`config.mk`:
```
export PLATFORM = sky130hd
export DESIGN_NAME = pipelined_add_sub
export DESIGN_NICKNAME = d
export VERILOG_FILES = /design/src/rtl/pipelined_add_sub.sv
export SDC_FILE = /design/constraint.sdc
export NUM_CORES = 1
export LEC_CHECK = 0
export CORE_ASPECT_RATIO = 1.2
export CORE_UTILIZATION = 55
export DETAILED_ROUTE_END_ITERATION = 10
export DONT_BUFFER_PORTS = 1
export PLACE_DENSITY = 0.74
export SYNTH_ARGS = -nofsm -noshare
export SYNTH_HDL_FRONTEND = slang
export SYNTH_HIERARCHICAL = 1
export SYNTH_SLANG_ARGS = --single-unit
export TNS_END_PERCENT = 1
```
`constraint.sdc`:
```
create_clock -name clk -period 4.5 [get_ports clk]
set_clock_uncertainty 0.2 [all_clocks]
set_input_delay 0.45 -clock clk [delete_from_list [all_inputs] [get_ports clk]]
set_output_delay 0.45 -clock clk [all_outputs]
set_load 0.02 [all_outputs]
```
`src/rtl/pipelined_add_sub.sv`:
```
// Pipelined N-bit adder/subtractor: S stages of W=N/S bits each, with a ripple
// carry between stages and a valid/ready handshake that stalls the whole pipe.

module pipelined_add_sub_stage #(
  parameter int N = 32,
  parameter int W = 8,
  parameter int K = 0
) (
  input  logic         clk,
  input  logic         rst,
  input  logic         en,
  input  logic         vld_i,
  input  logic [N-1:0] a_i,
  input  logic [N-1:0] b_i,
  input  logic [N-1:0] s_i,
  input  logic         c_i,
  output logic         vld_o,
  output logic [N-1:0] a_o,
  output logic [N-1:0] b_o,
  output logic [N-1:0] s_o,
  output logic         c_o,
  output logic         ovf_o
);
  logic [W-1:0] a_sl, b_sl;
  logic [W:0]   t;
  logic [N-1:0] s_nxt;

  always_comb begin
    a_sl  = a_i[K*W +: W];
    b_sl  = b_i[K*W +: W];
    t     = {1'b0, a_sl} + {1'b0, b_sl} + {{W{1'b0}}, c_i};
    s_nxt = s_i;
    s_nxt[K*W +: W] = t[W-1:0];
  end

  // Operands ride along so higher slices see this transaction's bits later;
  // finished low slices ride along in s_o until the whole word is done.
  always_ff @(posedge clk) begin
    if (rst) begin
      vld_o <= 1'b0;
      a_o   <= '0;
      b_o   <= '0;
      s_o   <= '0;
      c_o   <= 1'b0;
      ovf_o <= 1'b0;
    end else if (en) begin
      vld_o <= vld_i;
      a_o   <= a_i;
      b_o   <= b_i;
      s_o   <= s_nxt;
      c_o   <= t[W];
      // carry into the slice MSB is a^b^sum at that bit
      ovf_o <= a_sl[W-1] ^ b_sl[W-1] ^ t[W-1] ^ t[W];
    end
  end
endmodule

module pipelined_add_sub #(
  parameter int N = 32,
  parameter int S = 4
) (
  input  logic         clk,
  input  logic         rst,
  input  logic         in_valid,
  output logic         in_ready,
  input  logic [N-1:0] A,
  input  logic [N-1:0] B,
  input  logic         Cin,
  input  logic         Sub,
  output logic         out_valid,
  input  logic         out_ready,
  output logic [N-1:0] Sum,
  output logic         Cout,
  output logic         Ovf
);
  if (S < 1 || N < 1 || (N % S) != 0) begin : g_bad_params
    $fatal(1, "pipelined_add_sub: N must be a positive multiple of S");
  end

  localparam int W = N / S;

  logic [S:0]        vld_pipe;
  logic [S:0][N-1:0] a_pipe, b_pipe, s_pipe;
  logic [S:0]        c_pipe;
  logic [S-1:0]      ovf_v;
  logic              en;
  logic              unused;

  // One enable for every stage: a stalled output freezes the entire pipe.
  assign en        = !out_valid || out_ready;
  assign in_ready  = !rst && en;
  assign out_valid = vld_pipe[S];

  assign vld_pipe[0] = in_valid && in_ready;
  assign a_pipe[0]   = A;
  assign b_pipe[0]   = Sub ? ~B : B;
  assign c_pipe[0]   = Sub ? 1'b1 : Cin;
  assign s_pipe[0]   = '0;

  for (genvar k = 0; k < S; k++) begin : g_stage
    pipelined_add_sub_stage #(.N(N), .W(W), .K(k)) u_stage (
      .clk   (clk),
      .rst   (rst),
      .en    (en),
      .vld_i (vld_pipe[k]),
      .a_i   (a_pipe[k]),
      .b_i   (b_pipe[k]),
      .s_i   (s_pipe[k]),
      .c_i   (c_pipe[k]),
      .vld_o (vld_pipe[k+1]),
      .a_o   (a_pipe[k+1]),
      .b_o   (b_pipe[k+1]),
      .s_o   (s_pipe[k+1]),
      .c_o   (c_pipe[k+1]),
      .ovf_o (ovf_v[k])
    );
  end

  assign Sum  = s_pipe[S];
  assign Cout = c_pipe[S];
  assign Ovf  = ovf_v[S-1];

  // Final-stage operand copies and lower-stage overflow flags have no reader.
  assign unused = ^{a_pipe[S], b_pipe[S], ovf_v};
endmodule
```
### Clock wires, drivers and flops

Scale: 4 px per µm.
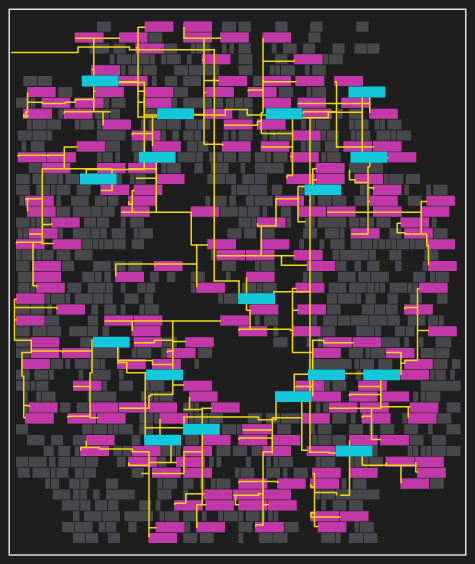
magenta -> flip-flops  # count 185
yellow -> clock wires  # length 1870 µm
cyan -> clock drivers  # count 17
flops lie = widely spread
Clk pwr share: 40.1%
Clock group: 0.00145 W

### Layout detail

Region (44, 56) to (69, 81) µm. Cells in gray, sequential cells in the stronger gray; small squares are vias.
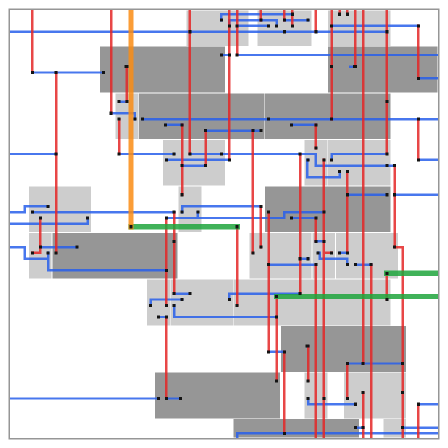
blue -> metal 1
green -> metal 3
red -> metal 2
orange -> metal 4
netlist names of flops here include = `g_stage.u_stage/a_o` (5), `g_stage.u_stage/s_o` (3)
sequential cells in the window = 8
cells with their middle in the window = 26
most frequent = mux2i_1 (8), dfxtp_1 (8), nor2_1 (7)

==> flow_metrics.py <==
# Generated from Yosys and OpenROAD reports
metrics = {
    "clock_network": {
        "cts_tree": "yes",
        "numCtsBuffers": 17,
        "cts_setup_buffers": 0,
        "clk_path_buf_depth": 2,
        "clk_pin_slew_ns": 0.06,
        "ctsResizeCount": 0,
        "clockRootBuffer": "clkbuf_16",
    },
    "layout": {
        "fill_cells": 1208,
        "stdcell_area_um2": 9009,
        "drive_above_1_share_pct": 6.095,
        "utilization_pct": 61.98,
        "comb_area_um2": 4153,
    },
    "routing": {
        "ant_nets": 0,
        "finalWirelength_um": 14990,
        "drtPass1Iterations": 5,
        "vias": 5366,
    },
    "placement": {
        "place_ws_ns": 1.888,
        "placed_cells": 949,
        "placed_cell_area_um2": 8157,
        "io_buffers": 0,
        "place_congestion": 0.8757,
    },
    "die": {
        "fp_util_pct": 56.70,
        "fp.dieW_um": 113.7,
    },
    "timing": {
        "tightest_slew_ns": 1.099,
        "min_period_over_period_pct": 60.16,
        "finalSetupViolations": 0,
        "fin_crit_ns": 2.707,
        "tns_ns": 0,
        "worst_hold_slack_ns": 0.01712,
        "drv_slew": 0,
    },
    "power_and_ir_drop": {
        "powerDensity_nw_per_um2": 401.8,
    },
    "grt": {
        "antenna_found_initial": 1,
        "grt_max_degree": 184,
        "grt_util_all_layers_pct": 20.17,
    },
    "critical_path": {
        "crit_path_max_fanout": 140,
        "r2r-end": "g_stage[0].u_stage/a_o[26]",
        "path_class": "reg -> reg",
    },
    "outcome": {
        "status": "complete, no violations",
    },
    "run": {
        "maxCapViolations": 0,
    },
    "yosys": {
        "synthCells": 815,
        "floorplan.nets": 921,
        "synth_area_um2": 8240,
    },
    "worst_hold_path": {
        "min_from": "A[26]",
    },
}
### Cell area per tile

Scale: 2 px per µm. 11 x 14 tiles, from black (low) to pale yellow (high), 0 to 100% covered.
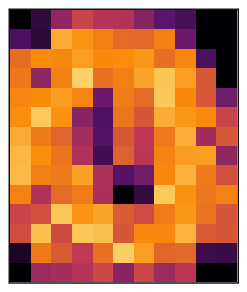
nearly empty tiles = 7.1%
fullest tile = 90%
mean over tiles = 57%
emptiest ninth of the die = north-east

### The clock network

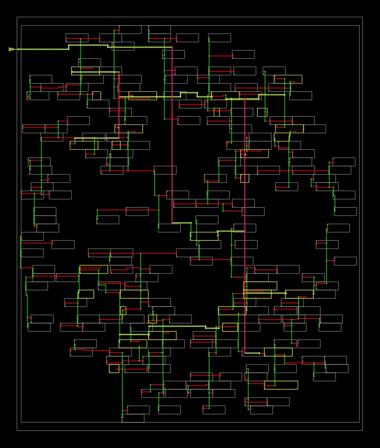
flop count: 185
clk latency late pin: 0.42 ns
CTS sink cnt: 185
clock buf count: 20

-- layer usage --
metal	up-vias	global-route usage [%]	part of all wire, %
li1	2722	-	-
met1	2519	23.29	44
met2	104	35.50	51
met3	21	5.082	3.6
met4	0	8.187	2.0
met5	-	0	0
-- worst max path at each step --
stage / endpoint / cells after the start
after floorplan: g_stage[0].u_stage/s_o[6] / 10
after global placement: g_stage[0].u_stage/s_o[6] / 8
after detailed placement: g_stage[0].u_stage/s_o[6] / 8
after CTS: g_stage[0].u_stage/a_o[26] / 5
after global routing: g_stage[0].u_stage/a_o[25] / 5
final: g_stage[0].u_stage/a_o[26] / 5
-- worst max-delay path, stage by stage (launching register included) --
cell and delay, ns:
dfxtp_1 0.38, nor2b_1 0.24, inv_8 0.69, buf_4 0.55, mux2i_1 0.25, nor2_1 0.06
-- sequential cells by signal (all words and copies together), names as in the netlist --
signal                 cells
g_stage.u_stage/s_o       80
g_stage.u_stage/a_o       48
g_stage.u_stage/b_o       48
g_stage.u_stage/c_o        4
g_stage.u_stage/vld_o      4
g_stage.u_stage/ovf_o      1
-- report_power, final --
group / switching (W) / leakage [nW] / internal (W)
sequential: 0.0000801 / 1.52 / 0.00175
combinational: 0.000174 / 3.00 / 0.000169
clock: 0.000594 / 0.277 / 0.000857
-- cell usage in the layout, fill, tap and decap left out, types with 14 or more instances in the layout --
cell,instances
nor2_1,181
a211oi_1,15
dlygate4sd3_1,24
a21oi_1,14
xor2_1,42
ha_1,28
dfxtp_1,185
mux2i_1,161
nand2b_1,14
clkbuf_16,17
-- cell type report --
type	instances	share of cell area, %
well taps	200	2.778
multi-input cells	558	46.10
inverters	4	0.2500
flip-flops and latches	185	41.11
repair buffers	27	3.278
clock buffers	20	5.181
clock inverters	10	1.306
Power figures rest on the tool's default switching activity, not on a simulated workload.
